## src/rtl/uart_pkg.sv

```systemverilog
// Shared definitions for the UART receive path: frame size, default bit
// timing, FSM state encoding and the 3-sample majority vote.
package uart_pkg;

  localparam int DATA_BITS        = 8;
  localparam int CLKS_PER_BIT_DEF = 434;  // 50 MHz / 115200 baud

  localparam logic [2:0] ST_IDLE  = 3'd0;
  localparam logic [2:0] ST_START = 3'd1;
  localparam logic [2:0] ST_DATA  = 3'd2;
  localparam logic [2:0] ST_STOP  = 3'd3;
  localparam logic [2:0] ST_BREAK = 3'd4;

  // Two-out-of-three majority, used to reject single-sample noise.
  function automatic logic maj3(input logic a, input logic b, input logic c);
    return (a & b) | (a & c) | (b & c);
  endfunction

endpackage

```

## src/rtl/uart_rx_core_if.sv

```systemverilog
// Serial input and received-byte outputs of the UART receiver.
// master = line driver / byte consumer, slave = the receiver itself.
interface uart_rx_core_if;
  import uart_pkg::*;

  logic                 rx_serial;
  logic [DATA_BITS-1:0] RxData;
  logic                 RxDone;
  logic                 FrameErr;

  modport master (output rx_serial, input RxData, input RxDone, input FrameErr);
  modport slave  (input rx_serial, output RxData, output RxDone, output FrameErr);

endinterface

```

## src/rtl/uart_bit_sync.sv

```systemverilog
// Two-flop synchroniser for the asynchronous serial line. Resets to 1 so an
// idle (high) line never looks like a start bit coming out of reset.
module uart_bit_sync (
  input  logic clk,
  input  logic reset,
  input  logic d_i,
  output logic q_o
);

  logic [1:0] sync_q;

  // Shift the raw line through two flops to settle metastability.
  always_ff @(posedge clk or posedge reset) begin
    if (reset) sync_q <= 2'b11;
    else       sync_q <= {sync_q[0], d_i};
  end

  assign q_o = sync_q[1];

endmodule

```

## src/rtl/uart_rx_core.sv

```systemverilog
// UART receiver, 8N1, LSB first. Each bit is decided by a majority vote of
// three samples around the bit centre. Good bytes appear on RxData with a
// one-cycle RxDone; a low stop bit gives a one-cycle FrameErr and the byte
// is dropped. The stop state exits at mid-stop-bit so frames sent with no
// idle gap are still caught.
module uart_rx_core
  import uart_pkg::*;
#(
  parameter int CLKS_PER_BIT = CLKS_PER_BIT_DEF
) (
  input  logic           clk,
  input  logic           reset,
  uart_rx_core_if.slave  bus
);

  localparam int HALF_BIT = CLKS_PER_BIT / 2;
  localparam int CNT_W    = $clog2(CLKS_PER_BIT);

  localparam logic [CNT_W-1:0] CNT_LAST = CNT_W'(CLKS_PER_BIT - 1);
  localparam logic [CNT_W-1:0] CNT_S0   = CNT_W'(HALF_BIT - 1);
  localparam logic [CNT_W-1:0] CNT_S1   = CNT_W'(HALF_BIT);
  localparam logic [CNT_W-1:0] CNT_VOTE = CNT_W'(HALF_BIT + 1);
  localparam logic [2:0]       IDX_LAST = 3'(DATA_BITS - 1);

  logic                 rxs;
  logic [2:0]           state_q, state_d;
  logic [CNT_W-1:0]     cnt_q, cnt_d;
  logic [2:0]           idx_q, idx_d;
  logic [DATA_BITS-1:0] shift_q, shift_d;
  logic [DATA_BITS-1:0] data_q, data_d;
  logic                 done_q, done_d;
  logic                 ferr_q, ferr_d;
  logic                 s0_q, s1_q;
  logic                 vote, at_vote, at_last;

  uart_bit_sync u_sync (
    .clk   (clk),
    .reset (reset),
    .d_i   (bus.rx_serial),
    .q_o   (rxs)
  );

  assign at_vote = (cnt_q == CNT_VOTE);
  assign at_last = (cnt_q == CNT_LAST);
  // Third sample is the live synchronised bit at the vote point.
  assign vote    = maj3(s0_q, s1_q, rxs);

  // Capture the two samples that precede the vote point.
  always_ff @(posedge clk or posedge reset) begin
    if (reset) begin
      s0_q <= 1'b1;
      s1_q <= 1'b1;
    end else begin
      if (cnt_q == CNT_S0) s0_q <= rxs;
      if (cnt_q == CNT_S1) s1_q <= rxs;
    end
  end

  // Next-state logic: bit timer, bit index, shift register and output pulses.
  always_comb begin
    state_d = state_q;
    cnt_d   = at_last ? '0 : cnt_q + CNT_W'(1);
    idx_d   = idx_q;
    shift_d = shift_q;
    data_d  = data_q;
    done_d  = 1'b0;
    ferr_d  = 1'b0;
    case (state_q)
      ST_IDLE: begin
        // Timer held at zero so START is entered with a clean count.
        cnt_d = '0;
        if (!rxs) state_d = ST_START;
      end
      ST_START: begin
        if (at_vote && vote) begin
          state_d = ST_IDLE;          // glitch, not a real start bit
          cnt_d   = '0;
        end else if (at_last) begin
          state_d = ST_DATA;
          cnt_d   = '0;
          idx_d   = '0;
        end
      end
      ST_DATA: begin
        if (at_vote) shift_d[idx_q] = vote;
        if (at_last) begin
          cnt_d = '0;
          if (idx_q == IDX_LAST) state_d = ST_STOP;
          else                   idx_d   = idx_q + 3'd1;
        end
      end
      ST_STOP: begin
        if (at_vote) begin
          cnt_d = '0;
          if (vote) begin
            data_d  = shift_q;
            done_d  = 1'b1;
            state_d = ST_IDLE;
          end else begin
            ferr_d  = 1'b1;
            state_d = ST_BREAK;
          end
        end
      end
      ST_BREAK: begin
        // A held-low line reports one framing error, then waits for idle.
        cnt_d = '0;
        if (rxs) state_d = ST_IDLE;
      end
      default: begin
        state_d = ST_IDLE;
        cnt_d   = '0;
      end
    endcase
  end

  // State registers; reset aborts any frame in progress.
  always_ff @(posedge clk or posedge reset) begin
    if (reset) begin
      state_q <= ST_IDLE;
      cnt_q   <= '0;
      idx_q   <= '0;
      shift_q <= '0;
      data_q  <= '0;
      done_q  <= 1'b0;
      ferr_q  <= 1'b0;
    end else begin
      state_q <= state_d;
      cnt_q   <= cnt_d;
      idx_q   <= idx_d;
      shift_q <= shift_d;
      data_q  <= data_d;
      done_q  <= done_d;
      ferr_q  <= ferr_d;
    end
  end

  assign bus.RxData   = data_q;
  assign bus.RxDone   = done_q;
  assign bus.FrameErr = ferr_q;

endmodule

```

## src/flat_wrapper.sv

```systemverilog
// flat-port wrapper written by rule: the top's interface ports become plain ports
module uart_rx_core_flat import uart_pkg::*;
#(
  parameter int CLKS_PER_BIT = CLKS_PER_BIT_DEF
)
  (clk, reset, bus_rx_serial, bus_RxData, bus_RxDone, bus_FrameErr);
  uart_rx_core_if bus_i ();
  input  logic clk;
  input  logic reset;
  input wire logic [$bits(bus_i.rx_serial)-1:0] bus_rx_serial;
  output wire logic [$bits(bus_i.RxData)-1:0] bus_RxData;
  output wire logic [$bits(bus_i.RxDone)-1:0] bus_RxDone;
  output wire logic [$bits(bus_i.FrameErr)-1:0] bus_FrameErr;
  assign bus_i.rx_serial = bus_rx_serial;
  assign bus_RxData = bus_i.RxData;
  assign bus_RxDone = bus_i.RxDone;
  assign bus_FrameErr = bus_i.FrameErr;
  uart_rx_core #(.CLKS_PER_BIT(CLKS_PER_BIT)) u_core (.clk(clk), .reset(reset), .bus(bus_i));
endmodule
```

## config.mk

```make
export PLATFORM = sky130hd
export DESIGN_NAME = uart_rx_core_flat
export DESIGN_NICKNAME = d
export VERILOG_FILES = /design/src/rtl/uart_pkg.sv /design/src/rtl/uart_rx_core_if.sv /design/src/rtl/uart_bit_sync.sv /design/src/rtl/uart_rx_core.sv /design/src/flat_wrapper.sv
export SDC_FILE = /design/constraint.sdc
export NUM_CORES = 1
export LEC_CHECK = 0
export CAP_MARGIN = 5
export CORE_MARGIN = 5
export CORE_UTILIZATION = 55
export CTS_CLUSTER_SIZE = 30
export DETAILED_ROUTE_END_ITERATION = 16
export PLACE_DENSITY = 0.79
export RECOVER_POWER = 100
export SLEW_MARGIN = 5
export SYNTH_ARGS = -nofsm -noshare
export SYNTH_HDL_FRONTEND = slang
export SYNTH_SLANG_ARGS = --single-unit
```

## constraint.sdc

```tcl
create_clock -name clk -period 6.1 [get_ports clk]
set_clock_uncertainty 0.1 [all_clocks]
set_input_delay 1.525 -clock clk [delete_from_list [all_inputs] [get_ports clk]]
set_output_delay 1.525 -clock clk [all_outputs]
set_load 0.05 [all_outputs]
```

**Ports around the boundary**

Scale bar: 20 µm. Pins as bars across the die edge, other pins in grey.
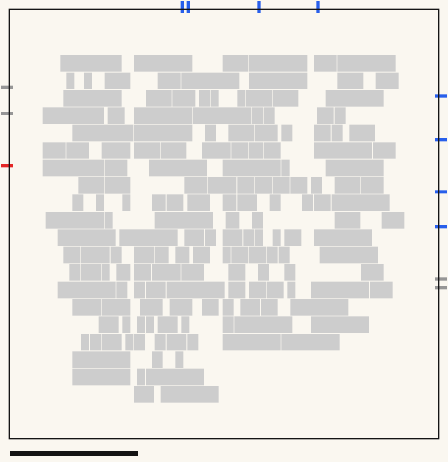
[blue] `bus_RxData` | pins: 8 | direction: output | edge: 4 top, 4 right
[red] `bus_rx_serial` | pins: 1 | direction: input | edge: left
all pins by edge: 6 right, 4 top, 3 left
Buffers on Ports: 12
chip width: 66.8 µm
die y size: 66.8 µm

**Signal wires on met3**

Scale bar: 20 µm.
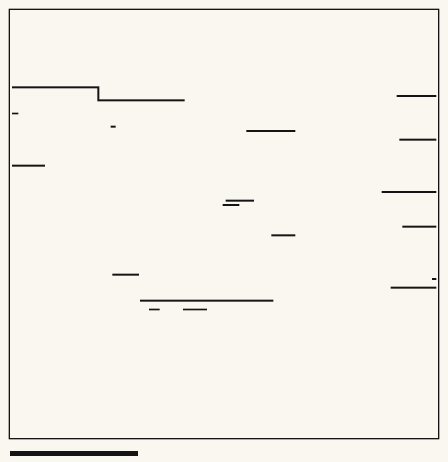
main direction: horizontal
wire length on this layer: 113 µm
grt met3 use: 5.56%
final WL: 3170 µm
routed via count: 1204

**Drive-strength map**

Scale bar: 20 µm.
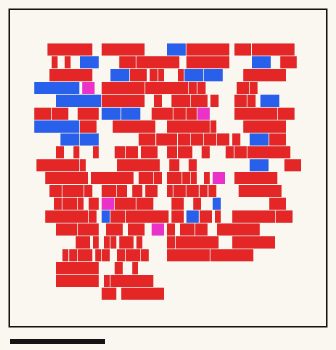
[magenta] x3 and x4 | cells: 5 | share: 3.0% | most used: clkbuf_4
[blue] x2 | cells: 19 | share: 11% | most used: mux2_2
[red] x1 and smaller | cells: 144 | share: 86% | most used: dfrtp_1
fin worst setup slack: 2.61 ns
bufs w/o clock: 13
post-route cell area: 1960 µm²
Layout area overhead: 10.2%

==> results.yml <==
# physical design summary
timing:
  hold_viol_final: 0
  rsz0062_at_grt: "no"
  setup_viol: 0
  finalCriticalPeriod_ns: 3.49
  fmax_mhz: 287
  slew_viol_final: 38
  finalClockPeriodUsage_pct: 57.2
  worst_pin_slew_ns: 1.89
  slew_headroom_pct: -25.9
clocking:
  hold_buffers: 0
  cts_made_buffers: 5
  post-cts-setup-buffers: 0
  clockBufferDepth: 2
  cts_root_buffer: "clkbuf_4"
  cts_resized: 0
  cts-htree-levels: 2
worst_hold_path:
  hold_class: "reg -> reg"
  worstHoldPathCells: 0
  hp-start: "u_core.u_sync.sync_q[0]"
logic_synthesis:
  syn_nets: 162
  ys_sh_xor_pct: 3.95
  topCombFamilyByArea: "simple AND/OR/NAND/NOR gates"
  synth_area_per_cell_um2: 11.6
  synth-adder-area-share_pct: 4.79
  postSynthSeqShare_pct: 52.4
  synthArstFlopShare_pct: 100
  edf_count: 0
  ys_area_um2: 1780
  synth_cells: 153
  compound_area_share_pct: 7.82
  yosys_cells: 153
  synth_cell_types: 38
  synth_area_um2: 1780
  synth-main-ff-cell: "dfrtp_1"
  ys_sh_mux_pct: 8.88
  synth_flops: 37
placement:
  finalWeightedCongestion: 0.809
  place_area_um2: 1930
  dpl.hpwl_um: 2270
  dp.cells: 204
cells_and_area:
  design.final.nets: 176
  fill_cells: 248
  diodes: 0
  post-route-util_pct: 63.6
  comb_area_um2: 769
  final_common_cell: "dfrtp_1"
  largest_reg_flops: 9
  final_layout_size_suffix_gt1_share_pct: 14.3
  register_area_um2: 931
routing:
  top_layer_used: "met4"
  dr.first_iter.drc_count: 32
  dr_wl_met2_um: 1620
  post_drt_wl_per_cell_um: 14.9
  route.met3.wl_um: 112
  met1Wirelength_um: 1370
  vias_per_cell: 5.68
  postRouteAntennaNets: 0
  drc: 0
pwr:
  comb-power_uw: 5.96
  switching_share_pct: 22.4
  p_clk_uw: 123
  netSwitchingPower_uw: 84.1
  largestPowerGroup: "sequential cells"
  comb_power_share_pct: 1.6
  p_leak_uw: 0.000884
  p_seq_share_pct: 65.8
  powerSeq_uw: 247
  power_uw: 376
grt:
  grt_overflow: 0
  antenna_found_initial: 0
  gr-usage-met1_pct: 21.3
  grt_use_total_pct: 17.3
  top_usage_layer: "met2"
  grt_pass1_wl_um: 5620
  gr-usage-met2_pct: 27.8
  grt_max_degree: 38
  grt_pass1_vias: 1201
worst_setup_path:
  reg2reg_to: "u_core.cnt_q[7]"
  endpoint_kind: "asynchronous set/reset pin"
  regToRegStartpoint: "u_core.cnt_q[0]"
  critPathKind: "in -> async"
  ff2ff_setup_slack_ns: 3.21
  rr_worst_depth: 6
  worstPathMaxFanout: 37
  arrival_ns: 3.48
  crit_end: "u_core.cnt_q[7]"
  critPathRequiredTime_ns: 6.09
floorplan:
  fp_util_pct: 57.7
  pin_count: 13
  core_um2: 3080
  dieArea_um2: 4460
  rows: 20
run:
  drv_cap: 1
status:
  status: "finished, violations left"
  violations: "max-capacitance violations, max-slew violations"
-- synth_stat cells, drive strengths merged (5+ instances only) --
master / count / share of area [%]
a21oi: 5 / 1.4
clkbuf: 6 / 1.3
ha: 6 / 4.2
inv: 7 / 1.5
o31ai: 5 / 2.1
nand2: 5 / 1.1
nor3: 12 / 4.0
nor2: 7 / 1.5
dfrtp: 33 / 47
mux2: 14 / 8.9
nor3b: 6 / 2.5
xnor2: 6 / 3.0
nand3: 6 / 1.7
-- cell type report --
type / instances / share of cell area [%]
sequential: 37 / 47.6
multi-input combinational: 103 / 39.3
timing repair buffer: 13 / 6.33
tap: 44 / 2.81
clock buffer: 6 / 2.11
inverter: 7 / 1.34
clock inverter: 2 / 0.512
-- worst max-delay path, cell delays in order --
cell and delay (ns):
dlygate4sd3_1 0.54, inv_1 0.05, clkbuf_1 1.35
Power figures rest on the tool's default switching activity, not on a simulated workload.
